==> src/rtl/elastic_pipeline_stage.sv <==
`default_nettype none
// ============================================================================
// Module      : elastic_pipeline_stage
// Description : Elastic pipeline register with a valid/ready handshake and a
//               2-entry skid buffer. Upstream ready depends only on the
//               registered state and stall_i, never on ready_i. The stage
//               supports a freeze (stall_i) and a synchronous clear (flush_i).
//
// Ports       : clk          - pipeline clock, rising edge
//               rst_n        - asynchronous active-low reset
//               flush_i      - synchronous flush, highest priority
//               stall_i      - freeze: blocks accept and output transfer
//               valid_i      - upstream beat valid
//               data_i       - upstream payload [WIDTH-1:0]
//               ready_o      - stage can accept a beat
//               valid_o      - data_o holds a valid beat
//               data_o       - downstream payload, straight from main register
//               ready_i      - downstream accepts a beat
//               occupancy_o  - entries held (0, 1 or 2)
//               bp_cycles_o  - [ELASTIC_STAGE_PERF_CNT_EN] back-pressure cycles
//               xfer_count_o - [ELASTIC_STAGE_PERF_CNT_EN] output transfers
//
// Options     : `define ELASTIC_STAGE_PERF_CNT_EN adds the two saturating
//               32-bit performance counters above.
//
// Revision    : 1.0 - initial release
// ============================================================================
module elastic_pipeline_stage #(
    parameter int                 WIDTH     = 32,
    parameter logic [WIDTH-1:0]   RESET_VAL = '0
) (
    input  logic              clk,
    input  logic              rst_n,
    input  logic              flush_i,
    input  logic              stall_i,
    input  logic              valid_i,
    input  logic [WIDTH-1:0]  data_i,
    output logic              ready_o,
    output logic              valid_o,
    output logic [WIDTH-1:0]  data_o,
    input  logic              ready_i,
`ifdef ELASTIC_STAGE_PERF_CNT_EN
    output logic [31:0]       bp_cycles_o,
    output logic [31:0]       xfer_count_o,
`endif
    output logic [1:0]        occupancy_o
);

    // State encoding doubles as the entry count.
    localparam logic [1:0] c_st_empty = 2'd0;
    localparam logic [1:0] c_st_busy  = 2'd1;
    localparam logic [1:0] c_st_full  = 2'd2;

    logic [1:0]       state_q, state_d;
    logic [WIDTH-1:0] main_q,  main_d;
    logic [WIDTH-1:0] skid_q,  skid_d;

    logic             w_accept;
    logic             w_xfer;

    // ready_o depends on registered state and stall_i only: no path from ready_i.
    assign ready_o     = (state_q != c_st_full) && !stall_i;
    assign valid_o     = (state_q == c_st_busy) || (state_q == c_st_full);
    assign data_o      = main_q;
    assign occupancy_o = (state_q == c_st_full) ? 2'd2 :
                         (state_q == c_st_busy) ? 2'd1 : 2'd0;

    assign w_accept = valid_i && ready_o;
    assign w_xfer   = valid_o && ready_i && !stall_i;

    always_comb begin
        state_d = state_q;
        main_d  = main_q;
        skid_d  = skid_q;
        if (flush_i) begin
            state_d = c_st_empty;
            main_d  = RESET_VAL;
            skid_d  = RESET_VAL;
        end else begin
            // stall_i already forces w_accept and w_xfer low, so a stalled
            // cycle falls through every branch as a hold.
            case (state_q)
                c_st_empty: begin
                    if (w_accept) begin
                        state_d = c_st_busy;
                        main_d  = data_i;
                    end
                end
                c_st_busy: begin
                    if (w_accept && !w_xfer) begin
                        state_d = c_st_full;
                        skid_d  = data_i;
                    end else if (w_accept && w_xfer) begin
                        main_d  = data_i;
                    end else if (w_xfer) begin
                        // main keeps the drained value; consumers qualify with valid_o
                        state_d = c_st_empty;
                    end
                end
                c_st_full: begin
                    if (w_xfer) begin
                        state_d = c_st_busy;
                        main_d  = skid_q;
                        skid_d  = RESET_VAL;
                    end
                end
                default: begin
                    state_d = c_st_empty;
                    main_d  = RESET_VAL;
                    skid_d  = RESET_VAL;
                end
            endcase
        end
    end

    always_ff @(posedge clk or negedge rst_n) begin
        if (!rst_n) begin
            state_q <= c_st_empty;
            main_q  <= RESET_VAL;
            skid_q  <= RESET_VAL;
        end else begin
            state_q <= state_d;
            main_q  <= main_d;
            skid_q  <= skid_d;
        end
    end

`ifdef ELASTIC_STAGE_PERF_CNT_EN
    logic [31:0] bp_cycles_q,  bp_cycles_d;
    logic [31:0] xfer_count_q, xfer_count_d;

    // Counters observe the handshake only; flush does not clear them.
    always_comb begin
        bp_cycles_d  = bp_cycles_q;
        xfer_count_d = xfer_count_q;
        if (valid_o && !w_xfer && (bp_cycles_q != 32'hFFFF_FFFF)) begin
            bp_cycles_d = bp_cycles_q + 32'd1;
        end
        if (w_xfer && (xfer_count_q != 32'hFFFF_FFFF)) begin
            xfer_count_d = xfer_count_q + 32'd1;
        end
    end

    always_ff @(posedge clk or negedge rst_n) begin
        if (!rst_n) begin
            bp_cycles_q  <= 32'd0;
            xfer_count_q <= 32'd0;
        end else begin
            bp_cycles_q  <= bp_cycles_d;
            xfer_count_q <= xfer_count_d;
        end
    end

    assign bp_cycles_o  = bp_cycles_q;
    assign xfer_count_o = xfer_count_q;
`endif

endmodule
`default_nettype wire

==> config.mk <==
export PLATFORM = sky130hd
export DESIGN_NAME = elastic_pipeline_stage
export DESIGN_NICKNAME = d
export VERILOG_FILES = /design/src/rtl/elastic_pipeline_stage.sv
export SDC_FILE = /design/constraint.sdc
export NUM_CORES = 1
export LEC_CHECK = 0
export CAP_MARGIN = 10
export CORE_ASPECT_RATIO = 1.1
export CORE_MARGIN = 2
export CORE_UTILIZATION = 50
export CTS_BUF_LIST = sky130_fd_sc_hd__clkbuf_16
export CTS_CLUSTER_DIAMETER = 100
export DETAILED_ROUTE_END_ITERATION = 8
export PLACE_DENSITY = 0.81
export SLEW_MARGIN = 30
export SYNTH_ARGS = -nofsm -noshare
export SYNTH_HDL_FRONTEND = slang
export SYNTH_SLANG_ARGS = --single-unit
export TNS_END_PERCENT = 10
==> constraint.sdc <==
create_clock -name clk -period 3.41 [get_ports clk]
set_clock_uncertainty 0.2 [all_clocks]
set_input_delay 0.682 -clock clk [delete_from_list [all_inputs] [get_ports clk]]
set_output_delay 0.682 -clock clk [all_outputs]
set_load 0.02 [all_outputs]
==> run_1/clk_routes.png <==
The bar under the picture is 20 µm long.
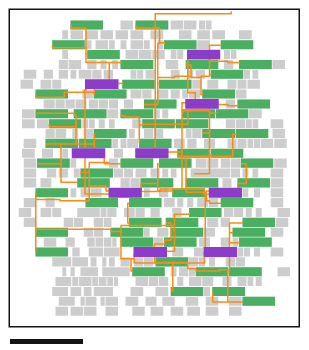
Key: flip-flops = green [count 66]; clock drivers = purple [count 9]; clock wires = orange [length 838 µm]
There are 10 routed clock nets.

==> run_1/clocks.png <==
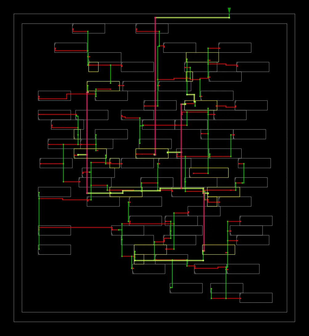
clk ins delay skew pair: 0.33 ns
Num CTS Buffers: 9

==> run_1/logic_types.png <==
The bar under the picture is 20 µm long.
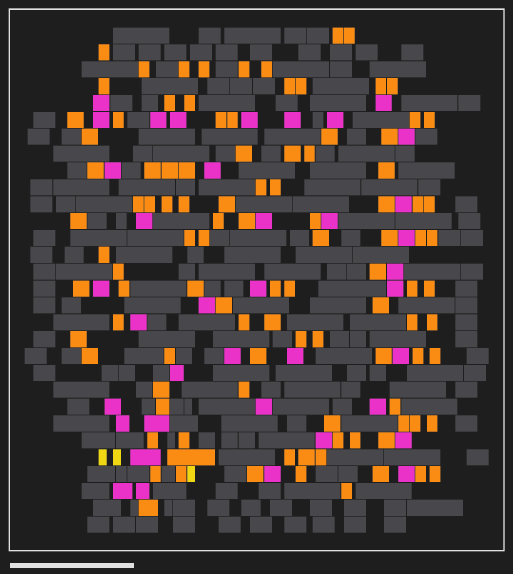
Key: inv cells = yellow [cells 3, most used inv_1]; and/or cells = magenta [cells 38, most used or4_1]; aoi and oai cells = orange [cells 104, where widely spread]

==> summary.txt, run 1 <==
flow finished, numbers: Vias/cell=6.482, Startpoint Class=flip-flop, grt total ovfl=0, fin util=roughly 70%, die width=~80 µm, GR Util met3=about 3.9%, Clock buf/inv share=approximately 7%, synth unique cells=30, Leading cell kind=registers, cell count after synthesis=roughly 290, first-pass GRT wire length=13.40 mm, Min Clock Period, post-route=about 3.0 ns, Worst Setup End Kind=output pin, register share of total power=between 30% and 40%, clk buf depth=2, cell count listed in synth_stat.txt=293, highest metal layer with signal wires=met4, Boundary Pins=~74, initial antenna violation count=0, relative slew slack=33.73%, Die H=87.09 µm, dpl cells=between 400 and 500, Tot Pwr=between 2000 and 2500 µW, fillers=roughly 470, status=finished, final reports clean, Area Growth Syn to Fin=34.17%, async set-or-reset flop fraction in the synthesized netlist=100.0%, PortBufs=about 73, crit-path max FO=26, Compound Share, Synth=29.15%, Post-synth EDFFs=0, Comb pwr share=between 20% and 30%, hold_buf cts=0, post-CTS sizing=0, Synth Seq Share=around 53%, non-filler cells, final=approximately 440, R2R depth=6, WS Path Type=reg2out, GRT busiest layer=met2, vias in the first global route=approximately 2700, die area=about 6900 µm², DRC errors left=0, FF+latch area=~1700 µm², Rows=30, inverters=3, P_sw=roughly 750 µW, final WL=approximately 8.4 mm, Vias=roughly 2800, reg2reg end=skid_q[8], Initial DRT Pass Iterations=5, Met1 Wirelength=between 3 and 4 mm, met1 Use GR=between 30 and 40%, tap cell count=approximately 80, main logic family after synthesis=AND-OR/OR-AND gates, Power Density=574.9 nW/µm², clk sinks=about 66, Simple-Gate Area Share=a little over a tenth, worst-margin pin slew=slightly below 1 ns, achievable frequency=0.3304 GHz, final hold viol count=0, Final nets=396, Post-DP HPWL=between 4 and 5 mm, Adder Share, Synth=under 10%, clkbuf count=9, main flop type=dfrtp_1, Iter 0 DRT Violations=294, post-route ant nets=0, met3 wire length=458 µm, Commonest Layout Cell=clkdlybuf4s50_1, YS warnings=0, CTS tree=done, P_int=1675 µW, ys flops=roughly 66, DR WL/cell=~19 µm, Total GRT Usage=24.86%, count leader, synth=dfrtp_1, syn nets=between 300 and 400, metal2 WL=4.173 mm, Critical Path RT=2.53 ns, CORE AREA=slightly above 6000 µm², setup TNS=0 ns, diode count=0, registers=66, logic share of the area=32.21%, Top-area cell share=a little over half, Clk network pwr share=between 30% and 40%, mean post-synth cell area=10.71 µm², bufs w/o clock=around 82, Core Util at FP=about 51%
run 1: worst max-delay path, cell delays in order, from the launching register on:
cell and delay, ns:
dfrtp_1 0.45, inv_1 0.10, ha_1 0.26, buf_4 0.25, nor2_1 0.13, clkdlybuf4s50_1 0.61
run 1: kinds of logic after synthesis:
family,count (synthesis)
compound gates,138
mux,1
simple gates,47
fa+ha+maj,5
buf+inv,36
flops,66
run 1: sequential cells by signal, summed over array words and instances (netlist names):
signal   flops
data_o      32
skid_q      32
state_q      2
run 1: power groups by stage:
stage / registers [µW] / clock network (µW) / logic, µW
finish: 888 / 911 / 622
global route: 894 / 957 / 672
CTS: 888 / 917 / 618
detailed placement: 900 / 0 / 612
global placement: 898 / 0 / 601
floorplan: 961 / 0 / 303
==> run 2: changes to the inputs <==
--- a/config.mk
+++ b/config.mk
@@ -10,7 +10,6 @@
 export CORE_MARGIN = 2
 export CORE_UTILIZATION = 50
 export CTS_BUF_LIST = sky130_fd_sc_hd__clkbuf_16
-export CTS_CLUSTER_DIAMETER = 100
 export DETAILED_ROUTE_END_ITERATION = 8
 export PLACE_DENSITY = 0.81
 export SLEW_MARGIN = 30
==> run_2/power_grid.png <==
Pins as bars on the die edge. Tap cells in grey.
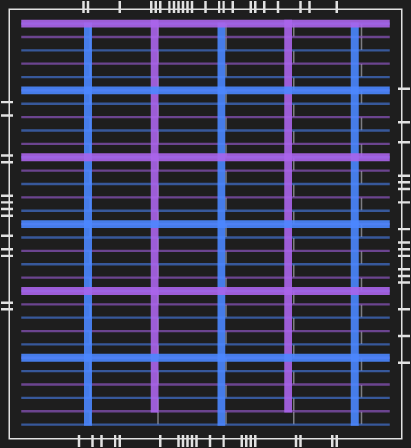
Key: VSS = blue; VDD = purple
The core has 30 rows. 5 straps on met4.

==> summary.txt, run 2 <==
flow finished, numbers: R2R depth=6 (unchanged), worst-margin pin slew=0.9941 ns (unchanged), achievable frequency=0.3304 GHz (unchanged), Min Clock Period, post-route=3.027 ns (unchanged), cell count after synthesis=293 (unchanged), metal2 WL=4.173 mm (unchanged), logic share of the area=32.21% (unchanged), Core Util at FP=51.29% (unchanged), GR Util met3=3.942% (unchanged), Final nets=396 (unchanged), Vias=2839 (unchanged), async set-or-reset flop fraction in the synthesized netlist=100.0% (unchanged), worst path cell trace=inv_1 > ha_1 > buf_4 > nor2_1 > clkdlybuf4s50_1, crit-path max FO=26 (unchanged), GRT busiest layer=met2, Area Growth Syn to Fin=34.17% (unchanged), Num CTS Buffers=9 (unchanged), dpl cells=422 (unchanged), met1 Use GR=32.65% (unchanged), CP Buf/Inv Count=3 (unchanged), vias in the first global route=2702 (unchanged), Total GRT Usage=24.86% (unchanged), Startpoint Class=flip-flop, hold_buf cts=0 (unchanged), post-CTS sizing=0 (unchanged), grt total ovfl=0 (unchanged), die area=6926 µm² (unchanged), CP Depth=5 (unchanged), Leading cell kind=registers, Vias/cell=6.482 (unchanged), CTS tree=done, registers=66 (unchanged), mean post-synth cell area=10.71 µm² (unchanged), clkbuf count=9 (unchanged), delay-heaviest family, CP=buffers and inverters, PortBufs=73 (unchanged), highest metal layer with signal wires=met4, Boundary Pins=74 (unchanged), die width=79.54 µm (unchanged), final WL=8.366 mm (unchanged), Iter 0 DRT Violations=294 (unchanged), main flop type=dfrtp_1, Tot Pwr=2421 µW (unchanged), inverters=3 (unchanged), largest stage delay on the critical path=0.61 ns (about the same), setup TNS=0 ns (unchanged), fillers=467 (unchanged), synth unique cells=30 (unchanged), Power Density=574.9 nW/µm² (unchanged), clk sinks=66 (unchanged), CORE AREA=6118 µm² (unchanged), WS Path Type=reg2out, Worst Setup End Kind=output pin, Post-DP HPWL=4.869 mm (unchanged), final hold viol count=0 (unchanged), met3 wire length=458 µm (unchanged), clk ins delay skew pair=0.33 ns (about the same), Clock buf/inv share=7.013% (unchanged), clk buf depth=2 (unchanged), Critical Path RT=2.53 ns (about the same), relative slew slack=33.73% (unchanged), Initial DRT Pass Iterations=5 (unchanged), Synth Seq Share=52.63% (unchanged), Met1 Wirelength=3.518 mm (unchanged), reg2reg end=skid_q[8], fin util=68.81% (unchanged), Post-synth EDFFs=0 (unchanged), FF+latch area=1652 µm² (unchanged), DRC errors left=0 (unchanged), cell count listed in synth_stat.txt=293 (unchanged), status=finished, final reports clean, bufs w/o clock=82 (unchanged), Rows=30 (unchanged), YS warnings=0 (unchanged), first-pass GRT wire length=13.40 mm (unchanged), syn nets=336 (unchanged), diode count=0 (unchanged), DR WL/cell=19.10 µm (unchanged), initial antenna violation count=0 (unchanged)
==> run_2/logic_types.png <==
The bar under the picture is 20 µm long.
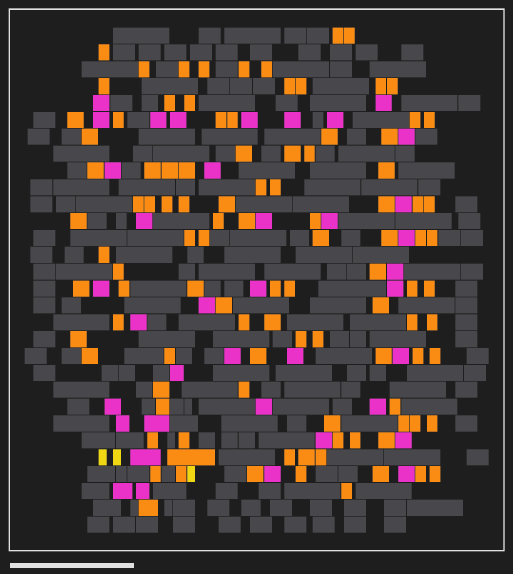
Key: inv cells = yellow [cells 3, most used inv_1]; and/or cells = magenta [cells 38, most used or4_1]; aoi and oai cells = orange [cells 104, where widely spread]

## run 2: cell counts in the layout (fill, tap and decap cells not counted)
Identical to the previous run, type by type.
## run 2: worst register-to-register path, cell delays in order (launching register included)
cell,delay (ns)
dfrtp_1,0.45
inv_1,0.12
ha_1,0.24
buf_4,0.33
o21ai_0,0.22
a31oi_4,0.85
a22o_1,0.29
## run 2: power by group
part / switching, µW / internal, µW / total, µW
combinational: 357 / 265 / 622
clock: 349 / 562 / 911
sequential: 40.5 / 847 / 888
## run 2: logic make-up (layout without fill, tap and decap cells)
logic type               Yosys count  count (layout)  synth area share (%)
AND-OR/OR-AND                    138             138                 29.15
flip-flops                        66              66                 52.63
AND/OR/NAND/NOR                   47              47                 10.77
buffers and inverters             36             101                 5.143
adder cells (fa/ha/maj)            5               5                 1.994
multiplexers                       1               1                0.3190
Power figures rest on the tool's default switching activity, not on a simulated workload.
